### config.mk
export PLATFORM = sky130hd
export DESIGN_NAME = corr_sliding_detector_flat
export DESIGN_NICKNAME = d
export VERILOG_FILES = /design/src/rtl/corr_pkg.sv /design/src/rtl/corr_sliding_detector_if.sv /design/src/rtl/corr_popcount.sv /design/src/rtl/corr_sliding_detector.sv /design/src/flat_wrapper.sv
export SDC_FILE = /design/constraint.sdc
export NUM_CORES = 1
export LEC_CHECK = 0
export ABC_AREA = 1
export CAP_MARGIN = 20
export CORE_ASPECT_RATIO = 0.9
export CORE_UTILIZATION = 55
export DETAILED_ROUTE_END_ITERATION = 7
export PLACE_DENSITY = 0.84
export SLEW_MARGIN = 25
export SYNTH_ARGS = -nofsm -noshare
export SYNTH_HDL_FRONTEND = slang
export SYNTH_SLANG_ARGS = --single-unit
### constraint.sdc
create_clock -name i_clk -period 4.8 [get_ports i_clk]
set_input_delay 0.96 -clock i_clk [delete_from_list [all_inputs] [get_ports i_clk]]
set_output_delay 0.96 -clock i_clk [all_outputs]
set_load 0.01 [all_outputs]
### src/rtl/corr_pkg.sv
// Shared constants, types and helpers for the sliding-window bit-pattern correlator.
package corr_pkg;

   localparam int CORR_MAX_LEN = 64;
   localparam int CORR_SCORE_MAX_W = $clog2(CORR_MAX_LEN + 1);

   localparam logic [10:0] BARKER11 = 11'b11100010010;
   localparam logic [12:0] BARKER13 = 13'b1111100110101;

   function automatic int corr_score_w(input int seq_len);
      return $clog2(seq_len + 1);
   endfunction

   typedef struct packed {
      logic [CORR_SCORE_MAX_W-1:0] score;
      logic                        match;
      logic                        inv_match;
      logic                        last;
   } corr_result_t;

endpackage

### src/rtl/corr_sliding_detector_if.sv
// Bit-stream input and score output of the correlator, grouped as one bus.
// master = upstream/downstream side, slave = correlator side.
interface corr_sliding_detector_if #(
   parameter int SCORE_W = corr_pkg::corr_score_w(11)
);
   logic               s_tdata;
   logic               s_tvalid;
   logic               s_tlast;
   logic               s_tready;
   logic               m_tvalid;
   logic               m_tready;
   logic [SCORE_W-1:0] m_tdata;
   logic [1:0]         m_tuser;
   logic               m_tlast;

   modport master (
      output s_tdata, s_tvalid, s_tlast, m_tready,
      input  s_tready, m_tvalid, m_tdata, m_tuser, m_tlast
   );

   modport slave (
      input  s_tdata, s_tvalid, s_tlast, m_tready,
      output s_tready, m_tvalid, m_tdata, m_tuser, m_tlast
   );
endinterface

### src/rtl/corr_popcount.sv
// Combinational population count of a W-bit vector.
module corr_popcount #(
   parameter int W  = 11,
   parameter int CW = $clog2(W + 1)
) (
   input  logic [W-1:0]  bits,
   output logic [CW-1:0] count
);

   always_comb begin
      count = '0;
      for (int i = 0; i < W; i++) begin
         count = count + CW'(bits[i]);
      end
   end

endmodule

### src/rtl/corr_sliding_detector.sv
// Sliding-window correlator: scores every accepted bit against SEQ_PATTERN, one result per beat.
// Build option CORR_INV_DETECT_EN adds the inverted-pattern flag on m_tuser[1].
module corr_sliding_detector import corr_pkg::*; #(
   parameter int                 SEQ_LEN     = 11,
   parameter logic [SEQ_LEN-1:0] SEQ_PATTERN = BARKER11,
   parameter int                 MAX_ERR     = 0,
   parameter int                 SCORE_W     = corr_score_w(SEQ_LEN)
) (
   input logic                  i_clk,
   input logic                  i_rst_n,
   corr_sliding_detector_if.slave bus
);

   logic [SEQ_LEN-1:0] window;
   logic [SCORE_W-1:0] fill_cnt;
   logic [SEQ_LEN-1:0] window_next;
   logic [SCORE_W-1:0] fill_next;
   logic               advance;
   logic               accept;

   logic               s1_valid;
   logic [SEQ_LEN-1:0] s1_mism;
   logic               s1_full;
   logic               s1_last;

   logic [SCORE_W-1:0] mism_cnt;
   logic               match;
   logic               inv_match;

   logic               out_valid;
   logic [SCORE_W-1:0] out_data;
   logic [1:0]         out_user;
   logic               out_last;

   assign advance      = !out_valid || bus.m_tready;
   assign bus.s_tready = i_rst_n && advance;
   assign accept       = bus.s_tvalid && bus.s_tready;

   assign window_next = {window[SEQ_LEN-2:0], bus.s_tdata};
   assign fill_next   = (fill_cnt == SCORE_W'(SEQ_LEN)) ? fill_cnt : fill_cnt + SCORE_W'(1);

   corr_popcount #(
      .W  (SEQ_LEN),
      .CW (SCORE_W)
   ) u_popcount (
      .bits  (s1_mism),
      .count (mism_cnt)
   );

   assign match = s1_full && (mism_cnt <= SCORE_W'(MAX_ERR));
`ifdef CORR_INV_DETECT_EN
   assign inv_match = s1_full && (mism_cnt >= SCORE_W'(SEQ_LEN - MAX_ERR));
`else
   assign inv_match = 1'b0;
`endif

   always_ff @(posedge i_clk) begin
      if (!i_rst_n) begin
         window    <= '0;
         fill_cnt  <= '0;
         s1_valid  <= 1'b0;
         s1_mism   <= '0;
         s1_full   <= 1'b0;
         s1_last   <= 1'b0;
         out_valid <= 1'b0;
         out_data  <= '0;
         out_user  <= 2'b00;
         out_last  <= 1'b0;
      end else if (advance) begin
         // A frame's last bit is scored with the old window, then the window restarts empty
         if (accept) begin
            window   <= bus.s_tlast ? '0 : window_next;
            fill_cnt <= bus.s_tlast ? '0 : fill_next;
            s1_mism  <= window_next ^ SEQ_PATTERN;
            s1_full  <= (fill_next == SCORE_W'(SEQ_LEN));
            s1_last  <= bus.s_tlast;
         end
         s1_valid  <= accept;
         out_valid <= s1_valid;
         if (s1_valid) begin
            out_data <= SCORE_W'(SEQ_LEN) - mism_cnt;
            out_user <= {inv_match, match};
            out_last <= s1_last;
         end
      end
   end

   assign bus.m_tvalid = out_valid;
   assign bus.m_tdata  = out_data;
   assign bus.m_tuser  = out_user;
   assign bus.m_tlast  = out_last;

endmodule

### src/flat_wrapper.sv
// flat-port wrapper written by rule: the top's interface ports become plain ports
module corr_sliding_detector_flat import corr_pkg::*;
#(
   parameter int                 SEQ_LEN     = 11,
   parameter logic [SEQ_LEN-1:0] SEQ_PATTERN = BARKER11,
   parameter int                 MAX_ERR     = 0,
   parameter int                 SCORE_W     = corr_score_w(SEQ_LEN)
)
  (i_clk, i_rst_n, bus_s_tdata, bus_s_tvalid, bus_s_tlast, bus_m_tready, bus_s_tready, bus_m_tvalid, bus_m_tdata, bus_m_tuser, bus_m_tlast);
  corr_sliding_detector_if #(.SCORE_W(SCORE_W)) bus_i ();
  input logic i_clk;
  input logic i_rst_n;
  input wire logic [$bits(bus_i.s_tdata)-1:0] bus_s_tdata;
  input wire logic [$bits(bus_i.s_tvalid)-1:0] bus_s_tvalid;
  input wire logic [$bits(bus_i.s_tlast)-1:0] bus_s_tlast;
  input wire logic [$bits(bus_i.m_tready)-1:0] bus_m_tready;
  output wire logic [$bits(bus_i.s_tready)-1:0] bus_s_tready;
  output wire logic [$bits(bus_i.m_tvalid)-1:0] bus_m_tvalid;
  output wire logic [$bits(bus_i.m_tdata)-1:0] bus_m_tdata;
  output wire logic [$bits(bus_i.m_tuser)-1:0] bus_m_tuser;
  output wire logic [$bits(bus_i.m_tlast)-1:0] bus_m_tlast;
  assign bus_i.s_tdata = bus_s_tdata;
  assign bus_i.s_tvalid = bus_s_tvalid;
  assign bus_i.s_tlast = bus_s_tlast;
  assign bus_i.m_tready = bus_m_tready;
  assign bus_s_tready = bus_i.s_tready;
  assign bus_m_tvalid = bus_i.m_tvalid;
  assign bus_m_tdata = bus_i.m_tdata;
  assign bus_m_tuser = bus_i.m_tuser;
  assign bus_m_tlast = bus_i.m_tlast;
  corr_sliding_detector #(.SEQ_LEN(SEQ_LEN), .SEQ_PATTERN(SEQ_PATTERN), .MAX_ERR(MAX_ERR), .SCORE_W(SCORE_W)) u_core (.i_clk(i_clk), .i_rst_n(i_rst_n), .bus(bus_i));
endmodule
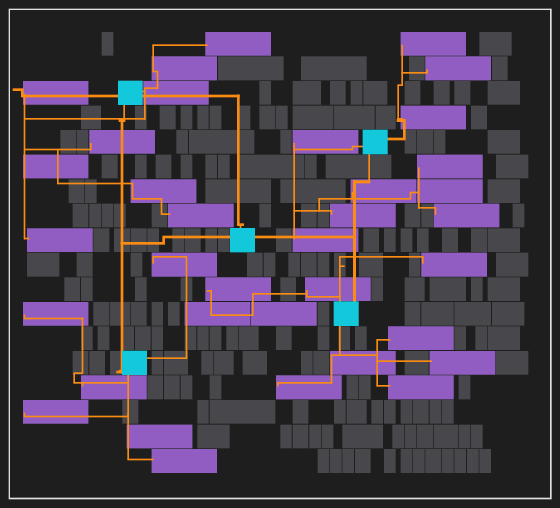
(run_1/clock_wires.png)
[clock wires] orange | length: 402 um
[flip-flops] purple | count: 35
[clock-net drivers] cyan | count: 5
flops lie: spread over the die
routed clock nets: 6
Clock Skews: 3.02 ps
Clk pwr share: 28.3%
worst skew pair latency: 330 ps

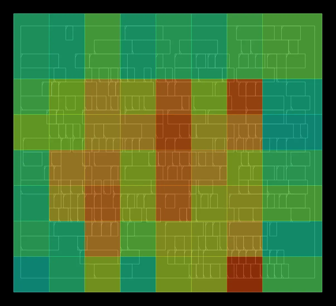
(run_1/congestion_map.png)
post-layout util: 65.9%
met1 routing resource usage after global routing: 25.3%
GRT Util Overall: 20.6%
global routing's busiest layer: met2

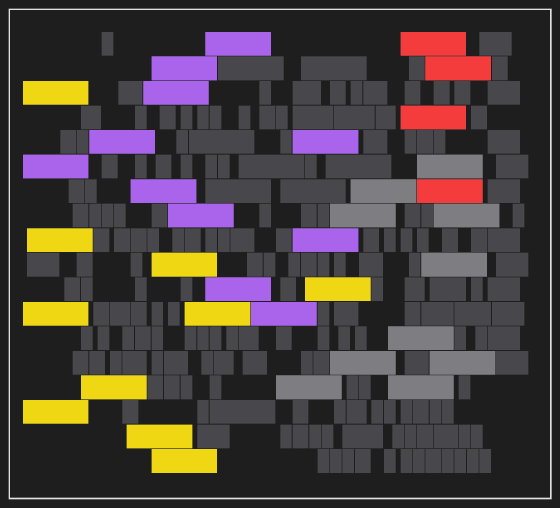
(run_1/ff_map.png)
Other sequential cells in the stronger grey, the rest of the logic in the fainter grey.
| netlist name | colour | sequential cells |
|---|---|---|
| `u_core.window` | yellow | 10 |
| `u_core.bus.m_tdata` | red | 4 |
| `u_core.s1_mism` | purple | 11 |
Seq. cell area: 701 um2
sequential logic power: 307 uW
fraction of area in registers: 38.1%

==> results_dict.tcl, run 1 <==
# flow metrics
set metrics [dict create \
    total_power_uw 533 \
    largest_register "u_core.s1_mism" \
    ctsRootBufferMaster "clkbuf_4" \
    enable_flop_cells 0 \
    clk_path_buf_depth 2 \
    yosys.area_share.adder_pct 10.7 \
    cp_top_family "adder cells" \
    clock_buffer_count 7 \
    cap_violations 0 \
    hold_end "u_core.window[0]$_SDFFE_PN0P_" \
    max_stage_delay_ps 550 \
    dr_wl_met3_um 102 \
    cpMaxStageDelayCell "fa_1" \
    numClockSinks 35 \
    ys_sh_simple_pct 23.6 \
    timing.critical_path.to "u_core.bus.m_tuser[0]$_SDFFE_PN0P_" \
    grt_antenna_before_repair 0 \
    hold_depth 2 \
    synthesized_area_per_cell_um2 7.93 \
    slew_violations 0 \
    n_all_buffers 14 \
    placed_area_um2 1790 \
    nNetsFinal 238 \
    pre_cts_ws_ps 1180 \
    post_route_cells_drive_above_1_share_pct 7.62 \
    ys_seq_share_pct 42.3 \
    timing.final.hold_violations 0 \
    synth.ff_latch_count 35 \
    first_global_vias 1158 \
    nFlopsAndLatches 35 \
    synthFlopType "dfxtp_1" \
    worstMarginPinSlew_ps 500 \
    total_leakage_power_nw 0.783 \
    timing.critical_path.from_type "flip-flop" \
    n_fill_cell 253 \
    synth-cells-yosys 209 \
    yosysMostFrequentCell "nand2_1" \
    fp_nets 225 \
    worst_hold_slack_ps 469 \
    run_status "complete, no violations" \
    yosysChipArea_um2 1660 \
]
==> inputs of run 2 (changes only) <==
==> constraint.sdc (replaced) <==
create_clock -name i_clk -period 3.5 [get_ports i_clk]
set_input_delay 0.7 -clock i_clk [delete_from_list [all_inputs] [get_ports i_clk]]
set_output_delay 0.7 -clock i_clk [all_outputs]
set_load 0.01 [all_outputs]
==> results_dict.tcl, run 2 <==
# flow metrics
set metrics [dict create \
    run_status "complete, no violations" \
    cp_top_family "adder cells" \
    n_fill_cell 261 \
    synthesized_area_per_cell_um2 7.93 \
    slew_violations 0 \
    hold_depth 2 \
    yosysMostFrequentCell "nand2_1" \
    grt-busiest-layer "met2" \
    timing.critical_path.from_type "flip-flop" \
    worst_clock_skew_ps 4.57 \
    pre_cts_ws_ps -128 \
    cap_violations 0 \
    cpMaxStageDelayCell "fa_1" \
    enable_flop_cells 0 \
    dr_wl_met3_um 148 \
    timing.final.hold_violations 0 \
    synthFlopType "dfxtp_1" \
    numClockSinks 35 \
    use_met1_pct 29.2 \
    worst_hold_slack_ps 465 \
    timing.critical_path.to "u_core.bus.m_tuser[0]$_SDFFE_PN0P_" \
    grt_usage_pct 24.1 \
    yosys.area_share.adder_pct 10.7 \
    synth.ff_latch_count 35 \
    first_global_vias 1210 \
    max_stage_delay_ps 560 \
    power.share.clock_pct 32.0 \
    cts_resized 3 \
    grt_antenna_before_repair 0 \
    post_route_cells_drive_above_1_share_pct 11.6 \
    clock_buffer_count 8 \
    placed_area_um2 1800 \
    yosysChipArea_um2 1660 \
    largest_register "u_core.s1_mism" \
    clk-insertion-delay-late_ps 350 \
    clk_path_buf_depth 2 \
    hold_end "u_core.window[0]$_SDFFE_PN0P_" \
    largest_register_ff_count 11 \
    nNetsFinal 240 \
]
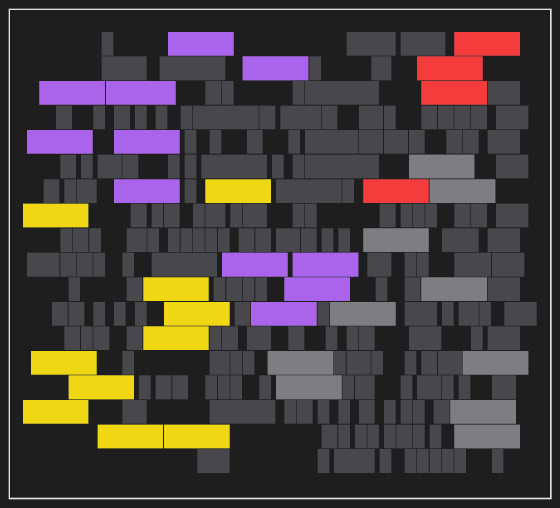
(run_2/ff_map.png)
Other sequential cells in the stronger grey, the rest of the logic in the fainter grey.
| netlist name | colour | sequential cells |
|---|---|---|
| `u_core.bus.m_tdata` | red | 4 |
| `u_core.s1_mism` | purple | 11 |
| `u_core.window` | yellow | 10 |
Seq. cell area: 702 um2
sequential logic power: 422 uW
fraction of area in registers: 37.2%
post-layout util: 67.7%

Power figures rest on the tool's default switching activity, not on a simulated workload.
